File: src/rtl/multi_pump_filter_ctrl.sv
// Multi-channel pump controller: REQ/ACK command link, debounced float sensors, level interlock and PWM.
// Build option: define SOFT_START_EN to add the prescaled per-channel duty ramp.
module multi_pump_filter_ctrl #(
    parameter int N_CH         = 2,
    parameter int DUTY_W       = 8,
    parameter int DEBOUNCE_CYC = 1_000_000,
    parameter int RAMP_DIV     = 50_000,
    localparam int CH_W        = (N_CH > 1) ? $clog2(N_CH) : 1
) (
    input  logic                   clk,
    input  logic                   reset,
    input  logic [CH_W+DUTY_W-1:0] cmd_data,
    input  logic                   cmd_req,
    output logic                   cmd_ack,
    output logic                   cmd_err,
    input  logic [N_CH-1:0]        level_src,
    input  logic [N_CH-1:0]        level_dst,
    output logic [N_CH-1:0]        pwm_out,
    output logic [N_CH-1:0]        fault,
    output logic [N_CH-1:0]        busy
);

    localparam int DB_W = (DEBOUNCE_CYC > 1) ? $clog2(DEBOUNCE_CYC) : 1;
    localparam logic [DUTY_W-1:0] DUTY_MAX = {DUTY_W{1'b1}};
    localparam logic [CH_W:0] N_CH_L = N_CH[CH_W:0];
    // Debounced sensors power up in the interlocked state: source EMPTY, destination FULL.
    localparam logic [2*N_CH-1:0] SENS_RST = {{N_CH{1'b0}}, {N_CH{1'b1}}};

    if (N_CH < 1 || N_CH > 8 || DUTY_W < 2 || DEBOUNCE_CYC < 1 || RAMP_DIV < 1) begin : g_bad_param
        $error("multi_pump_filter_ctrl: parameter out of range");
    end

    typedef enum logic [1:0] {S_IDLE = 2'd0, S_LATCH = 2'd1, S_ACK = 2'd2} state_t;

    state_t             state_q, state_d;
    logic               req_meta_q, req_sync_q;
    logic               ack_q, ack_d, err_q, err_d;
    logic               wr_en_s;
    logic [CH_W-1:0]    cmd_ch_s;
    logic [DUTY_W-1:0]  cmd_duty_s;
    logic               cmd_ch_ok_s;
    logic [2*N_CH-1:0]  sens_raw_s, sens_db_s;
    logic [N_CH-1:0]    src_empty_s, dst_full_n_s;
    logic [N_CH-1:0]    fault_d, fault_q;
    logic [DUTY_W-1:0]  pwm_cnt_q;

    assign cmd_ch_s    = cmd_data[CH_W+DUTY_W-1:DUTY_W];
    assign cmd_duty_s  = cmd_data[DUTY_W-1:0];
    assign cmd_ch_ok_s = ({1'b0, cmd_ch_s} < N_CH_L);

    always_ff @(posedge clk or posedge reset) begin
        if (reset) begin
            req_meta_q <= 1'b0;
            req_sync_q <= 1'b0;
        end else begin
            req_meta_q <= cmd_req;
            req_sync_q <= req_meta_q;
        end
    end

    // Handshake state register together with its registered outputs
    always_ff @(posedge clk or posedge reset) begin
        if (reset) begin
            state_q <= S_IDLE;
            ack_q   <= 1'b0;
            err_q   <= 1'b0;
        end else begin
            state_q <= state_d;
            ack_q   <= ack_d;
            err_q   <= err_d;
        end
    end

    always_comb begin
        state_d = state_q;
        case (state_q)
            S_IDLE:  if (req_sync_q) state_d = S_LATCH; else state_d = S_IDLE;
            S_LATCH: state_d = S_ACK;
            S_ACK:   if (!req_sync_q) state_d = S_IDLE; else state_d = S_ACK;
            default: state_d = S_IDLE;
        endcase
    end

    // Capture happens on the LATCH->ACK edge, so target write, ack and err share that edge.
    always_comb begin
        ack_d   = 1'b0;
        err_d   = 1'b0;
        wr_en_s = 1'b0;
        case (state_q)
            S_LATCH: begin
                ack_d   = 1'b1;
                err_d   = !cmd_ch_ok_s;
                wr_en_s = cmd_ch_ok_s;
            end
            S_ACK:   ack_d = req_sync_q;
            default: ack_d = 1'b0;
        endcase
    end

    assign cmd_ack = ack_q;
    assign cmd_err = err_q;

    assign sens_raw_s = {level_dst, level_src};

    for (genvar i = 0; i < 2 * N_CH; i++) begin : g_deb
        logic            meta_q, sync_q, db_q;
        logic [DB_W-1:0] cnt_q;

        always_ff @(posedge clk or posedge reset) begin
            if (reset) begin
                meta_q <= SENS_RST[i];
                sync_q <= SENS_RST[i];
                db_q   <= SENS_RST[i];
                cnt_q  <= '0;
            end else begin
                meta_q <= sens_raw_s[i];
                sync_q <= meta_q;
                if (sync_q == db_q) begin
                    cnt_q <= '0;
                end else if (cnt_q == DB_W'(DEBOUNCE_CYC - 1)) begin
                    db_q  <= sync_q;
                    cnt_q <= '0;
                end else begin
                    cnt_q <= cnt_q + DB_W'(1);
                end
            end
        end

        assign sens_db_s[i] = db_q;
    end

    assign src_empty_s  = sens_db_s[N_CH-1:0];
    assign dst_full_n_s = sens_db_s[2*N_CH-1:N_CH];
    assign fault_d      = ~(~src_empty_s & dst_full_n_s);

    always_ff @(posedge clk or posedge reset) begin
        if (reset) begin
            fault_q   <= {N_CH{1'b1}};
            pwm_cnt_q <= '0;
        end else begin
            fault_q   <= fault_d;
            pwm_cnt_q <= pwm_cnt_q + DUTY_W'(1);
        end
    end

    assign fault = fault_q;

`ifdef SOFT_START_EN
    localparam int PRE_W = (RAMP_DIV > 1) ? $clog2(RAMP_DIV) : 1;
    logic [PRE_W-1:0] pre_q;
    logic             ramp_tick_s;

    assign ramp_tick_s = (pre_q == PRE_W'(RAMP_DIV - 1));

    always_ff @(posedge clk or posedge reset) begin
        if (reset) begin
            pre_q <= '0;
        end else if (ramp_tick_s) begin
            pre_q <= '0;
        end else begin
            pre_q <= pre_q + PRE_W'(1);
        end
    end
`endif

    for (genvar c = 0; c < N_CH; c++) begin : g_ch
        logic [DUTY_W-1:0] target_q, target_d, applied_q, applied_d;
        logic              busy_q, busy_d, pwm_q, pwm_d;

        always_comb begin
            if (wr_en_s && (cmd_ch_s == CH_W'(c))) begin
                target_d = cmd_duty_s;
            end else begin
                target_d = target_q;
            end
        end

`ifdef SOFT_START_EN
        // Interlock wins over the ramp; a later clear therefore ramps up from zero.
        always_comb begin
            if (fault_q[c]) begin
                applied_d = '0;
            end else if (ramp_tick_s && (applied_q < target_q)) begin
                applied_d = applied_q + DUTY_W'(1);
            end else if (ramp_tick_s && (applied_q > target_q)) begin
                applied_d = applied_q - DUTY_W'(1);
            end else begin
                applied_d = applied_q;
            end
        end
        assign busy_d = (applied_d != target_d) && !fault_d[c];
`else
        assign applied_d = fault_q[c] ? '0 : target_q;
        assign busy_d    = 1'b0;
`endif

        assign pwm_d = !fault_q[c] && ((applied_q == DUTY_MAX) || (pwm_cnt_q < applied_q));

        always_ff @(posedge clk or posedge reset) begin
            if (reset) begin
                target_q  <= '0;
                applied_q <= '0;
                busy_q    <= 1'b0;
                pwm_q     <= 1'b0;
            end else begin
                target_q  <= target_d;
                applied_q <= applied_d;
                busy_q    <= busy_d;
                pwm_q     <= pwm_d;
            end
        end

        assign pwm_out[c] = pwm_q;
        assign busy[c]    = busy_q;
    end

endmodule

File: config.mk
export PLATFORM = sky130hd
export DESIGN_NAME = multi_pump_filter_ctrl
export DESIGN_NICKNAME = d
export VERILOG_FILES = /design/src/rtl/multi_pump_filter_ctrl.sv
export SDC_FILE = /design/constraint.sdc
export NUM_CORES = 1
export LEC_CHECK = 0
export CELL_PAD_IN_SITES_DETAIL_PLACEMENT = 1
export CELL_PAD_IN_SITES_GLOBAL_PLACEMENT = 1
export CORE_ASPECT_RATIO = 0.7
export CORE_MARGIN = 5
export CORE_UTILIZATION = 53
export DETAILED_ROUTE_END_ITERATION = 10
export GPL_TIMING_DRIVEN = 1
export PLACE_DENSITY = 0.95
export RECOVER_POWER = 100
export SLEW_MARGIN = 20
export SYNTH_ARGS = -nofsm -noshare
export SYNTH_HDL_FRONTEND = slang
export SYNTH_SLANG_ARGS = --single-unit
File: constraint.sdc
create_clock -name clk -period 7.3 [get_ports clk]
set_input_delay 1.46 -clock clk [delete_from_list [all_inputs] [get_ports clk]]
set_output_delay 1.46 -clock clk [all_outputs]
set_load 0.03 [all_outputs]
==> run notes, run 1 <==
Notes on the physical implementation.

- Yosys reports that the most numerous cell types are 133 x sky130_fd_sc_hd__dfrtp_1, 93 x sky130_fd_sc_hd__nor2_1, 46 x sky130_fd_sc_hd__xor2_1, 38 x sky130_fd_sc_hd__nand3_1, 36 x sky130_fd_sc_hd__xnor2_1.
- Excluding fillers, the count of instances in the completed layout stands at just under 800.
- All stages included, the depth of the critical timing path comes to 3.
- Before placement the cells fill a little over half of the core.
- The critical path maximum fanout is approximately 73.
- Each instance of the synthesized netlist takes up on average roughly 11 sq um.
- The flow ran to the end, but the final reports show violations.
- The buffer levels on the longest clock path is 2, for reference.
- For this run, design rule violations remaining after detail routing come to 0.
- The die covers between 10000 and 15000 sq um.
- Of the total power, the clock network draws between 40% and 50%.
- The tally of max-capacitance violations is 1, for reference.
- The core utilization of the finished layout is 62.4%, for reference.
- The count of yosys warnings during synthesis is 0, for reference.
- The leading cell type in the layout, fill and taps excluded is sky130_fd_sc_hd__dfrtp_1, for reference.
- The async set-or-reset flop fraction in the synthesized netlist is 100%, for reference.
- For this sky-water flow run, the detailed-routed wirelength per cell is reported as around 21 microns.
- The number of inserted diodes is 0, for reference.
- The dominant synthesized flop cell is sky130_fd_sc_hd__dfrtp_1, for reference.
- The proportion of netlist area held by the largest area contributor is around half, for reference.
- The final reports fail on max-capacitance violations, max-slew violations.
- The final timing report counts setup violations totalling 0.
- The met1 routed wirelength after detailed routing is roughly 7000 microns, for reference.
- The clock tree from TritonCTS is yes, for reference.
- After clock tree synthesis, the repair step resized 0 gates.
- Pins over their slew limit in the final report were tallied at 74.
- The beginning of the worst register-to-register path is g_deb[3].cnt_q[0], for reference.
## run 1: sequential cells by signal, summed over array words and instances, names as in the netlist
name,count
g_deb.db_q,4
req_meta_q,1
cmd_ack,1
fault,2
g_deb.cnt_q,80
g_deb.meta_q,4
g_ch.target_q,16
g_ch.applied_q,16
pwm_cnt_q,8
state_q,2
g_ch.pwm_q,2
req_sync_q,1
g_deb.sync_q,4
## run 1: cell type report
cell class / count / share of cell area (%)
tap: 157 / 2.67
sequential: 141 / 48.0
clock buffer: 20 / 6.33
clock inverter: 12 / 2.21
inverter: 23 / 1.19
multi-input combinational: 403 / 36.8
timing repair buffer: 21 / 2.82
Run 1, PDN straps and rails:
Drawn at 3 px/micron. Pins as bars on the die edge.
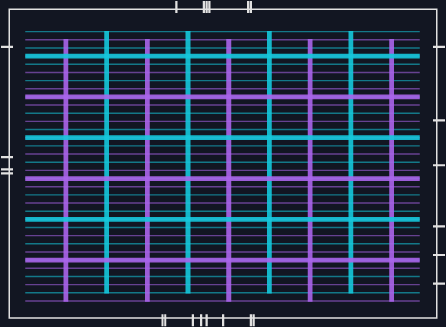
VDD: in cyan. VSS: in purple.
6 straps on met5. 9 straps on met4. The core has 33 rows. 34 met1 rails follow the rows.

Run 1, clock distribution:
Drawn at 2 px/micron.
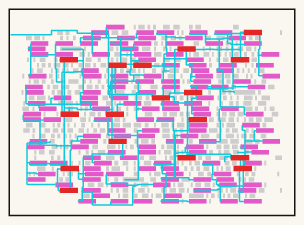
flip-flops: in magenta, count 141. clock drivers: in red, count 17. clock wires: in cyan, length 1930 microns.
There are 18 routed clock nets. Position of the flops: spread over the die.
clock latency reported for the late side of the worst-skew pair: 0.43 ns
power drawn by the clock network: 0.000921 W
clock skew after layout: 0.0136 ns

Run 1, signal wires by layer:
Drawn at 3 px/micron.
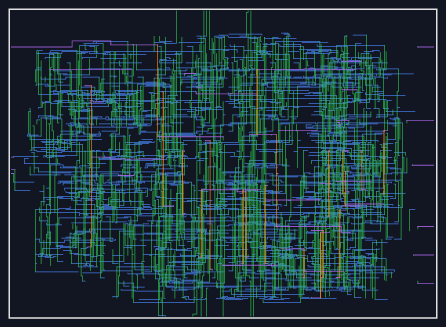
metal 2: in green, wire length 8480 microns. metal 4: in orange, wire length 484 microns. metal 3: in purple, wire length 452 microns. metal 1: in blue, wire length 6900 microns.

Run 1, clock routing:
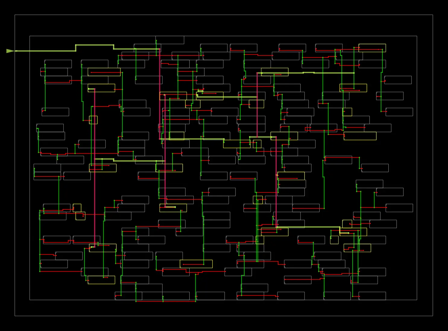
number of buffers inserted during clock tree synthesis: 17
flip-flops: 141

Run 1, gate families picked out:
Drawn at 2 px/micron.
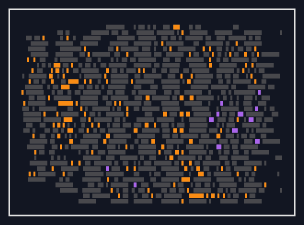

==> inputs of run 2 (changes only) <==
--- a/config.mk
+++ b/config.mk
@@ -9,10 +9,10 @@
 export CELL_PAD_IN_SITES_GLOBAL_PLACEMENT = 1
 export CORE_ASPECT_RATIO = 0.7
 export CORE_MARGIN = 5
-export CORE_UTILIZATION = 53
+export CORE_UTILIZATION = 49
 export DETAILED_ROUTE_END_ITERATION = 10
 export GPL_TIMING_DRIVEN = 1
-export PLACE_DENSITY = 0.95
+export PLACE_DENSITY = 0.9
 export RECOVER_POWER = 100
 export SLEW_MARGIN = 20
 export SYNTH_ARGS = -nofsm -noshare
==> constraint.sdc (replaced) <==
create_clock -name clk -period 4.5 [get_ports clk]
set_input_delay 0.9 -clock clk [delete_from_list [all_inputs] [get_ports clk]]
set_output_delay 0.9 -clock clk [all_outputs]
set_load 0.03 [all_outputs]
Run 2, gate families picked out:
Drawn at 2 px/micron.
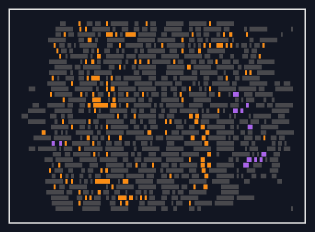
aoi and oai cells: in purple, cells 12. nor cells: in orange, cells 135.

Run 2, signal wires by layer:
Drawn at 3 px/micron.
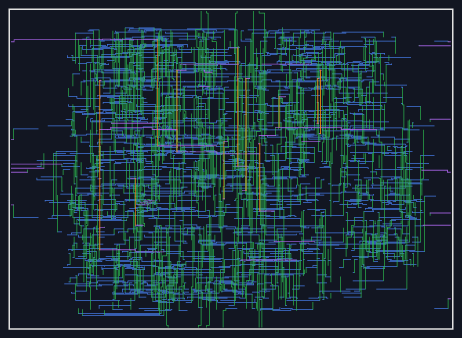
metal 3: in purple, wire length 399 microns. metal 4: in orange, wire length 299 microns. metal 1: in blue, wire length 6800 microns. metal 2: in green, wire length 7840 microns.

Run 2, PDN straps and rails:
Drawn at 2 px/micron. Pins as bars on the die edge.
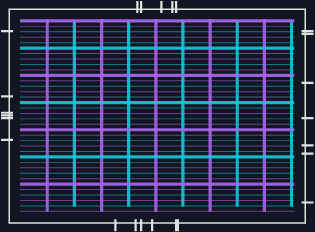
VDD: in cyan. VSS: in purple.
7 straps on met5. The core has 35 rows. 10 straps on met4. 24 signal pins sit on the boundary.
standard cell core area: 13100 sq um
vertical die size: 106 microns
width of the die: 147 microns
worst-case vdd ir drop: 253 uV

==> run notes, run 2 <==
Notes on the physical implementation.

- The synthesis run shows multiplexers occupying ~3.5% of the cell area.
- Per the post-place timing report, worst setup slack is between 1.5 and 2 ns.
- For reference, XOR and XNOR gates occupy 11.1% of the area reported after synthesis.
- The multi-input logic portion of the cell area is 36.9% (+0.098 points), for reference.
- The count of yosys warnings during synthesis is 0 (unchanged), for reference.
- The average routed wire per standard cell is 19.4 microns (-7.5%).
- The max-slew violation count is 30 (-59%).
- The leading cell type in the layout, fill and taps excluded is sky130_fd_sc_hd__dfrtp_1, for reference.
- The proportion of netlist area held by the largest area contributor is 51.5% (unchanged), for reference.
- The post-cts gate resize count came to 0 (unchanged).
- The number of inserted diodes is 0 (unchanged), for reference.
- The most flop-heavy register is g_deb.cnt_q, for reference.
- The arrival time of data at the worst endpoint is listed as approximately 3.2 ns.
- Per the post-route antenna check, the number of violating nets is 0.
- The standard cell with the maximum stage delay on the critical path is sky130_fd_sc_hd__clkbuf_1, for reference.
- The async set-or-reset flop fraction in the synthesized netlist came to 100% (unchanged).
- The total die size is 15600 sq um (+7.5%), for reference.
- The flip-flop count of the largest register, all copies and words added is 80 (unchanged), for reference.
- The total setup violations reported at the end of the flow is 0 (unchanged), for reference.
- The number of remaining DRC errors is 0 (unchanged), for reference.
- The highest signal layer in the routed design is met4, for reference.
- The layout inverter count without the clock tree is 23 (unchanged), for reference.
- The per-instance average area after synthesis was 11.1 sq um (unchanged).
- The largest registers in the layout are g_deb.cnt_q x80, g_ch.applied_q x16, g_ch.target_q x16.
- The number of gates on the worst path with buffers counted is 3 (unchanged), for reference.
- The checks that failed: max-capacitance violations, max-slew violations.
- TritonCTS built the clock tree.
- The first global-routing pass estimated between 20000 and 30000 microns of wire.
- The cell accounting for the most synthesized area is sky130_fd_sc_hd__dfrtp_1, for reference.
- The worst-case clock skew was 0.00989 ns (-0.00372 ns).
- In this run the critical register-to-register path is launched from g_deb[0].cnt_q[0].
- The sequential portion of the cell area is 48.1% (+0.11 points).
- The portion of the layout cell area used by non-clock buffers is 3.37% (+0.55 points), for reference.
- The run finished, with violations left.
- The number of clock-tree buffers in the layout is 19 (-5.0%).
- The core utilization of the finished layout is 56.3% (-6.1 points), for reference.
- The relative area of clock buffers and inverters in the final design is 7.62% (-0.92 points), for reference.
- The number of tap cells inserted is 166 (+5.7%), for reference.
- The final standard cell count with taps included and fillers excluded is 789 (+1.5%).
- The dominant synthesized flop cell is sky130_fd_sc_hd__dfrtp_1, for reference.
- The tally of max-capacitance violations is 1 (unchanged), for reference.
- The biggest cell category by area in the final layout is registers, for reference.
- The insertion delay at the late pin of the worst-skew pair is 0.42 ns (about the same), for reference.
- The count of sequential standard cells is 141 (unchanged), for reference.
- The commonest cells after synthesis are 133 x sky130_fd_sc_hd__dfrtp_1, 93 x sky130_fd_sc_hd__nor2_1, 46 x sky130_fd_sc_hd__xor2_1, 38 x sky130_fd_sc_hd__nand3_1, 36 x sky130_fd_sc_hd__xnor2_1.
- The buffer levels on the longest clock path came to 2 (unchanged).
- The number of multi-input logic gates is 403 (unchanged), for reference.
- The fraction of the core area occupied by cells at floorplan was 49.5% (-5.2 points).
- met1 track demand over resource after global routing is between 20% and 30%.
- The maximum fanout encountered on the critical timing path was 29 (-60%).
run 2: cell types whose count changed in the layout (fill, tap and decap cells not counted), moves of 2 or more:
cell / previous run / this run
sky130_fd_sc_hd__buf_12: 0 / 2
sky130_fd_sc_hd__bufinv_16: 3 / 1
sky130_fd_sc_hd__clkbuf_1: 0 / 3
sky130_fd_sc_hd__clkbuf_8: 3 / 1
sky130_fd_sc_hd__clkinv_2: 0 / 3
sky130_fd_sc_hd__clkinv_4: 4 / 2
sky130_fd_sc_hd__inv_6: 0 / 2
sky130_fd_sc_hd__mux2_1: 3 / 5
sky130_fd_sc_hd__mux2_2: 17 / 15
run 2: power breakdown:
part | internal, W | switching (W)
clock | 0.000776 | 0.000564
combinational | 0.000124 | 0.000124
sequential | 0.00137 | 0.0000668
Power and IR drop assume default switching activity.
